--- src/rtl/mem_stage_sb.sv ---
// MEM pipeline stage with sized/extended data-memory access, a posted store buffer
// with youngest-match load forwarding, and the MEM/WB stage register.
module mem_stage_sb #(
  parameter int DATA_W   = 32,
  parameter int ADDR_W   = 32,
  parameter int REG_W    = 5,
  parameter int SB_DEPTH = 4
) (
  input  logic                  clk,
  input  logic                  reset,
  input  logic                  flush,
  input  logic                  en_reg,
  input  logic                  wb_en_in,
  input  logic                  mem_r_en_in,
  input  logic                  mem_w_en_in,
  input  logic [1:0]            mem_size_in,
  input  logic                  mem_unsigned_in,
  input  logic [ADDR_W-1:0]     addr_in,
  input  logic [DATA_W-1:0]     store_data_in,
  input  logic [REG_W-1:0]      regd_in,
  input  logic [ADDR_W-1:0]     pcnext_in,
  input  logic                  is_branch_in,
  input  logic                  zero_in,
  output logic                  branch_taken,
  output logic                  stall,
  output logic                  wb_en,
  output logic                  mem_to_reg,
  output logic [DATA_W-1:0]     read_data,
  output logic [ADDR_W-1:0]     alu_result,
  output logic [ADDR_W-1:0]     pcnext,
  output logic [REG_W-1:0]      regd,
  output logic                  misaligned_exc,
  output logic                  dc_rd_req,
  output logic [ADDR_W-1:0]     dc_rd_addr,
  input  logic [DATA_W-1:0]     dc_rd_data,
  input  logic                  dc_rd_valid,
  output logic                  dc_wr_req,
  output logic [ADDR_W-1:0]     dc_wr_addr,
  output logic [DATA_W-1:0]     dc_wr_data,
  output logic [DATA_W/8-1:0]   dc_wr_be,
  input  logic                  dc_wr_ack
);
  localparam int BE_W   = DATA_W / 8;
  localparam int LANE_W = $clog2(BE_W);
  localparam int PTR_W  = $clog2(SB_DEPTH);
  localparam logic [PTR_W:0] SB_FULL = (PTR_W+1)'(SB_DEPTH);

  logic [LANE_W-1:0] w_lane;
  logic [LANE_W+2:0] w_shamt;
  logic              w_byte, w_half, w_word, w_mis;
  logic              w_store, w_load;
  logic [ADDR_W-1:0] w_word_addr;
  logic [BE_W-1:0]   w_acc_be;
  logic [DATA_W-1:0] w_st_data;

  assign branch_taken = is_branch_in & zero_in;

  assign w_lane      = addr_in[LANE_W-1:0];
  assign w_shamt     = {w_lane, 3'b000};
  assign w_byte      = (mem_size_in == 2'b00);
  assign w_half      = (mem_size_in == 2'b01);
  assign w_word      = mem_size_in[1];
  // Only real memory accesses can be misaligned; ALU results are arbitrary.
  assign w_mis       = (mem_r_en_in | mem_w_en_in) &
                       ((w_half & w_lane[0]) | (w_word & (w_lane != '0)));
  assign w_store     = mem_w_en_in & ~w_mis & ~flush;
  assign w_load      = mem_r_en_in & ~mem_w_en_in & ~w_mis & ~flush;
  assign w_word_addr = {addr_in[ADDR_W-1:LANE_W], {LANE_W{1'b0}}};

  always_comb begin
    w_acc_be  = '1;
    w_st_data = store_data_in;
    if (w_byte) begin
      w_acc_be  = BE_W'(1) << w_lane;
      w_st_data = DATA_W'(store_data_in[7:0]) << w_shamt;
    end else if (w_half) begin
      w_acc_be  = BE_W'(3) << w_lane;
      w_st_data = DATA_W'(store_data_in[15:0]) << w_shamt;
    end
  end

  logic [ADDR_W-1:0] r_sb_addr [SB_DEPTH];
  logic [DATA_W-1:0] r_sb_data [SB_DEPTH];
  logic [BE_W-1:0]   r_sb_be   [SB_DEPTH];
  logic [PTR_W-1:0]  r_wr_ptr, r_rd_ptr;
  logic [PTR_W:0]    r_count;

  logic [SB_DEPTH-1:0] w_match;
  for (genvar gi = 0; gi < SB_DEPTH; gi++) begin : g_match
    logic [PTR_W-1:0] w_age;
    assign w_age        = PTR_W'(gi) - r_rd_ptr;
    assign w_match[gi]  = ({1'b0, w_age} < r_count) && (r_sb_addr[gi] == w_word_addr);
  end

  logic             w_hit;
  logic [PTR_W-1:0] w_hit_idx;
  // Scan oldest to youngest so the last match wins.
  always_comb begin
    w_hit     = 1'b0;
    w_hit_idx = '0;
    for (int k = 0; k < SB_DEPTH; k++) begin
      if (w_match[r_rd_ptr + PTR_W'(k)]) begin
        w_hit     = 1'b1;
        w_hit_idx = r_rd_ptr + PTR_W'(k);
      end
    end
  end

  logic w_cover, w_fwd, w_conflict, w_cache, w_full, w_adv, w_enq, w_pop;
  assign w_cover    = ((r_sb_be[w_hit_idx] & w_acc_be) == w_acc_be);
  assign w_fwd      = w_load & w_hit & w_cover;
  assign w_conflict = w_load & w_hit & ~w_cover;
  assign w_cache    = w_load & ~w_hit;
  assign w_full     = (r_count == SB_FULL);
  assign stall      = w_conflict | (w_cache & ~dc_rd_valid) | (w_store & w_full & ~dc_wr_ack);
  assign w_adv      = en_reg & ~stall;
  assign w_enq      = w_store & w_adv;
  assign w_pop      = (r_count != '0) & dc_wr_ack;

  assign dc_rd_req  = w_cache;
  assign dc_rd_addr = w_word_addr;
  assign dc_wr_req  = (r_count != '0);
  assign dc_wr_addr = r_sb_addr[r_rd_ptr];
  assign dc_wr_data = r_sb_data[r_rd_ptr];
  assign dc_wr_be   = r_sb_be[r_rd_ptr];

  logic [DATA_W-1:0] w_raw, w_shifted, w_ext;
  assign w_raw     = w_fwd ? r_sb_data[w_hit_idx] : dc_rd_data;
  assign w_shifted = w_raw >> w_shamt;

  always_comb begin
    w_ext = w_shifted;
    if (w_byte) begin
      w_ext = mem_unsigned_in ? DATA_W'(w_shifted[7:0]) : DATA_W'($signed(w_shifted[7:0]));
    end else if (w_half) begin
      w_ext = mem_unsigned_in ? DATA_W'(w_shifted[15:0]) : DATA_W'($signed(w_shifted[15:0]));
    end
  end

  always_ff @(posedge clk) begin
    if (w_enq) begin
      r_sb_addr[r_wr_ptr] <= w_word_addr;
      r_sb_data[r_wr_ptr] <= w_st_data;
      r_sb_be[r_wr_ptr]   <= w_acc_be;
    end
  end

  always_ff @(posedge clk or negedge reset) begin
    if (!reset) begin
      r_wr_ptr <= '0;
      r_rd_ptr <= '0;
      r_count  <= '0;
    end else begin
      if (w_enq) r_wr_ptr <= r_wr_ptr + 1'b1;
      if (w_pop) r_rd_ptr <= r_rd_ptr + 1'b1;
      if (w_enq && !w_pop)      r_count <= r_count + 1'b1;
      else if (!w_enq && w_pop) r_count <= r_count - 1'b1;
    end
  end

  always_ff @(posedge clk or negedge reset) begin
    if (!reset) begin
      wb_en          <= 1'b0;
      mem_to_reg     <= 1'b0;
      read_data      <= '0;
      alu_result     <= '0;
      pcnext         <= '0;
      regd           <= '0;
      misaligned_exc <= 1'b0;
    end else if (en_reg && flush) begin
      wb_en          <= 1'b0;
      mem_to_reg     <= 1'b0;
      read_data      <= '0;
      alu_result     <= '0;
      pcnext         <= '0;
      regd           <= '0;
      misaligned_exc <= 1'b0;
    end else if (w_adv) begin
      wb_en          <= wb_en_in & ~w_mis;
      mem_to_reg     <= mem_r_en_in & ~mem_w_en_in;
      read_data      <= w_load ? w_ext : '0;
      alu_result     <= addr_in;
      pcnext         <= pcnext_in;
      regd           <= regd_in;
      misaligned_exc <= w_mis;
    end
  end
endmodule

--- config.mk ---
export PLATFORM = sky130hd
export DESIGN_NAME = mem_stage_sb
export DESIGN_NICKNAME = d
export VERILOG_FILES = /design/src/rtl/mem_stage_sb.sv
export SDC_FILE = /design/constraint.sdc
export NUM_CORES = 1
export LEC_CHECK = 0
export CORE_ASPECT_RATIO = 0.7
export CORE_MARGIN = 4
export CORE_UTILIZATION = 53
export DETAILED_ROUTE_END_ITERATION = 10
export HOLD_SLACK_MARGIN = 0.12
export PLACE_DENSITY = 0.89
export REMOVE_ABC_BUFFERS = 1
export SYNTH_ARGS = -nofsm -noshare
export SYNTH_HDL_FRONTEND = slang
export SYNTH_SLANG_ARGS = --single-unit
--- constraint.sdc ---
create_clock -name clk -period 7.9 [get_ports clk]
set_input_delay 1.58 -clock clk [delete_from_list [all_inputs] [get_ports clk]]
set_output_delay 1.58 -clock clk [all_outputs]
set_load 0.03 [all_outputs]
run_1/pdn.png
The bar under the picture is 50 µm long. Pins as bars on the die edge.
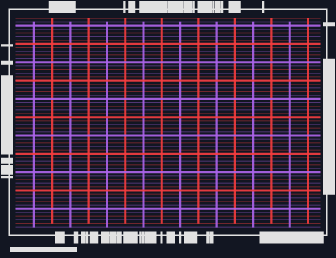
red -> VDD
purple -> VSS
met5 straps = 11
rows = 57
signal pins = 355
met4 straps = 16

run_1/cell_classes.png
Fill, decap, tap and diode cells in grey.
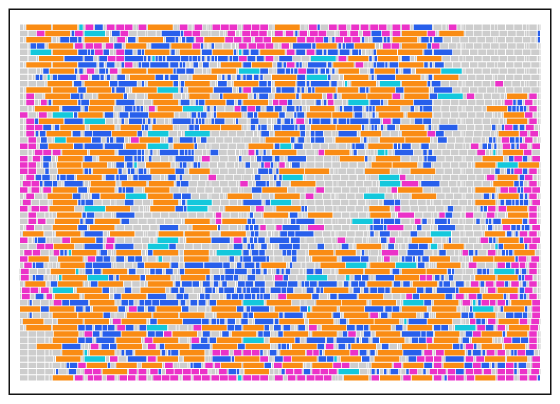
orange -> flops  # cells 375, share of their area 46%
cyan -> clock drivers and dummy loads  # cells 69, share of their area 5.4%
magenta -> other buffers and delay cells  # cells 389, share of their area 16%
blue -> all other logic  # cells 940, share of their area 33%

run_1/clock_map.png
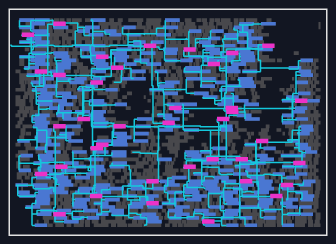
magenta -> cells driving clock nets  # count 38
cyan -> clock wires  # length 4640 µm
blue -> flip-flops  # count 375
flops lie = all over the die
routed clock nets = 39

==> flow_summary_export.csv, run 1 <==
group,metric,value,unit
setup_path,critPathKind,"in2out",
setup_path,cp_common_cell,"clkdlybuf4s50_1",
placement,hpwl,40500,µm
flow_run,warnings,32,
floorplan,chipArea,39100,µm²
grt,grt_pass1_wl,88200,µm
sta,finalHoldWorstSlack,477,ps
finish,layout.nets,1905,
drt,via_count,13900,
placement,placed_cells,2176,
setup_path,slowest_delay,690,ps
finish,drive_gt1_share,13.9,%
sta,period_minus_slack,7580,ps
synthesis,ys_sh_aoi,6.95,%
finish,finalCoreUtilization,68.7,%
clocking,hold_buffers,0,
finish,largest_reg_flops,128,
synthesis,ff_type,"edfxtp_1",
synthesis,yosysSeqAreaShare,56.2,%
clocking,post_cts_resized,0,
clocking,cts_sinks,375,
synthesis,fa_ha_area_share,0.959,%
synthesis,edf_count,264,
status,status,"completed",
run 1: power breakdown:
group	total (W)	internal, W	switching [W]
Combinational	0.00213	0.000897	0.00123
Clock	0.00188	0.00111	0.000766
Sequential	0.00231	0.00222	0.0000870
run 1: final cells by class:
class,count,area [µm²]
fillers,2352,11000
flip-flops and latches,375,10700
multi-input cells,914,7590
repair buffers,389,3860
clock buffers,53,1070
well taps,472,591
clock inverters,16,206
inverters,26,97.6
run 1: critical path: cells and delay by family:
family                 cells  cell delay, ps
AND-OR/OR-AND              3             860
XOR/XNOR                   1             260
AND/OR/NAND/NOR            6            1990
buffers and inverters      2            1300
==> run 1 -> run 2 <==
--- a/config.mk
+++ b/config.mk
@@ -9,6 +9,7 @@
 export CORE_MARGIN = 4
 export CORE_UTILIZATION = 53
 export DETAILED_ROUTE_END_ITERATION = 10
+export GPL_ROUTABILITY_DRIVEN = 0
 export HOLD_SLACK_MARGIN = 0.12
 export PLACE_DENSITY = 0.89
 export REMOVE_ABC_BUFFERS = 1
run_2/pdn.png
The bar under the picture is 50 µm long. Pins as bars on the die edge.
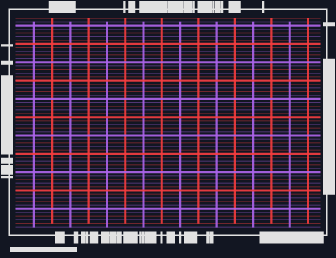
Core Area: 35100 µm²
Peak supply drop: 0.000198 V
die span in x: 235 µm

run_2/metal_stack.png
The bar under the picture is 50 µm long. Only two layers are drawn.
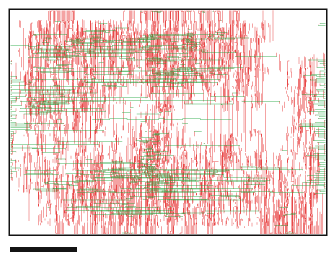
red -> met2  # wire length 25.8 mm
green -> met3  # wire length 7280 µm

==> run 2 against run 1 <==
Compared with the run above:
- count of clock-buffer cells in the layout is 10 lower
- critical path depth stayed put
- final area stayed put
- first-iteration DRC count is 1.3% higher
- synthesized cell count stayed put
- routed wire length is 1.1% lower
- critical path type unchanged
- final cell count is 0.13% higher
- setup slack worse by 56 ps
- non-clock buffer count is 1 higher
==> flow_summary_export.csv, run 2 <==
group,metric,value,unit
setup_path,cp.depth,12,
synthesis,edf_count,264,
setup_path,path_delay_family,"simple AND/OR/NAND/NOR gates",
finish,fillers,2352,
finish,drive_gt1_share,14.1,%
flow_run,warnings,32,
synthesis,ys_sh_aoi,6.95,%
placement,placed_cells,2177,
finish,largest_reg_flops,128,
finish,layout.nets,1906,
status,status,"completed",
synthesis,top_cell_area_share,41.6,%
clocking,post_cts_resized,0,
floorplan,chipArea,39100,µm²
synthesis,yosysSeqAreaShare,56.2,%
finish,sh_seq_area,44.4,%
finish,finish.instance_area,24100,µm²
sta,period_minus_slack,7630,ps
sta,slew_viol_final,0,
finish,comb_share,31.5,%
finish,signal_buffers,390,
floorplan,num_tap_cells,472,
finish,inv_count,26,
placement,hpwl,40200,µm
finish,comb_cells,914,
setup_path,cp_num_buf_inv,2,
grt,grt_pass1_vias,14100,
synthesis,fa_ha_area_share,0.959,%
synthesis,ff_type,"edfxtp_1",
finish,nClkBuffers,43,
clocking,cts_sinks,375,
setup_path,cp_common_cell,"clkdlybuf4s50_1",
power_and_ir_drop,p_leak,8.58,nW
finish,final-comb-area,7590,µm²
finish,layout.nonclk_buf_share,16.0,%
finish,finalCoreUtilization,68.7,%
sta,finalHoldWorstSlack,479,ps
finish,largestClassByArea,"registers",
finish,clock_area_share,5.24,%
run_2/clock_map.png
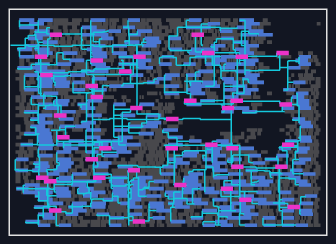
magenta -> cells driving clock nets  # count 38
cyan -> clock wires  # length 4640 µm
blue -> flip-flops  # count 375
flops lie = all over the die

-- run 2: netlist changes by cell type in the layout (fill, tap and decap cells not counted) --
cell	before	now
buf_4	35	36
clkbuf_1	11	3
clkbuf_16	40	39
clkbuf_8	2	1
clkinv_1	5	10
clkinv_2	4	5
clkinv_4	1	2
clkinvlp_4	0	2
diode_2	0	2
inv_6	1	2
-- run 2: power by group --
part           leakage [nW]  switching [W]  internal [W]  total (W)
Combinational          4.12        0.00119      0.000900    0.00209
Sequential             3.84       0.000125       0.00222    0.00234
Clock                 0.615       0.000775       0.00108    0.00185
Total                  8.58        0.00209       0.00420    0.00629
-- run 2: layer usage --
metal	wire length, µm	vias up	global-route usage [%]
li1	-	5932	-
met1	23300	6927	40.2
met2	25800	860	43.1
met3	7280	111	11.0
met4	1670	0	8.44
met5	0	-	0
No activity file was given, so power comes from the tool's default toggle rates.
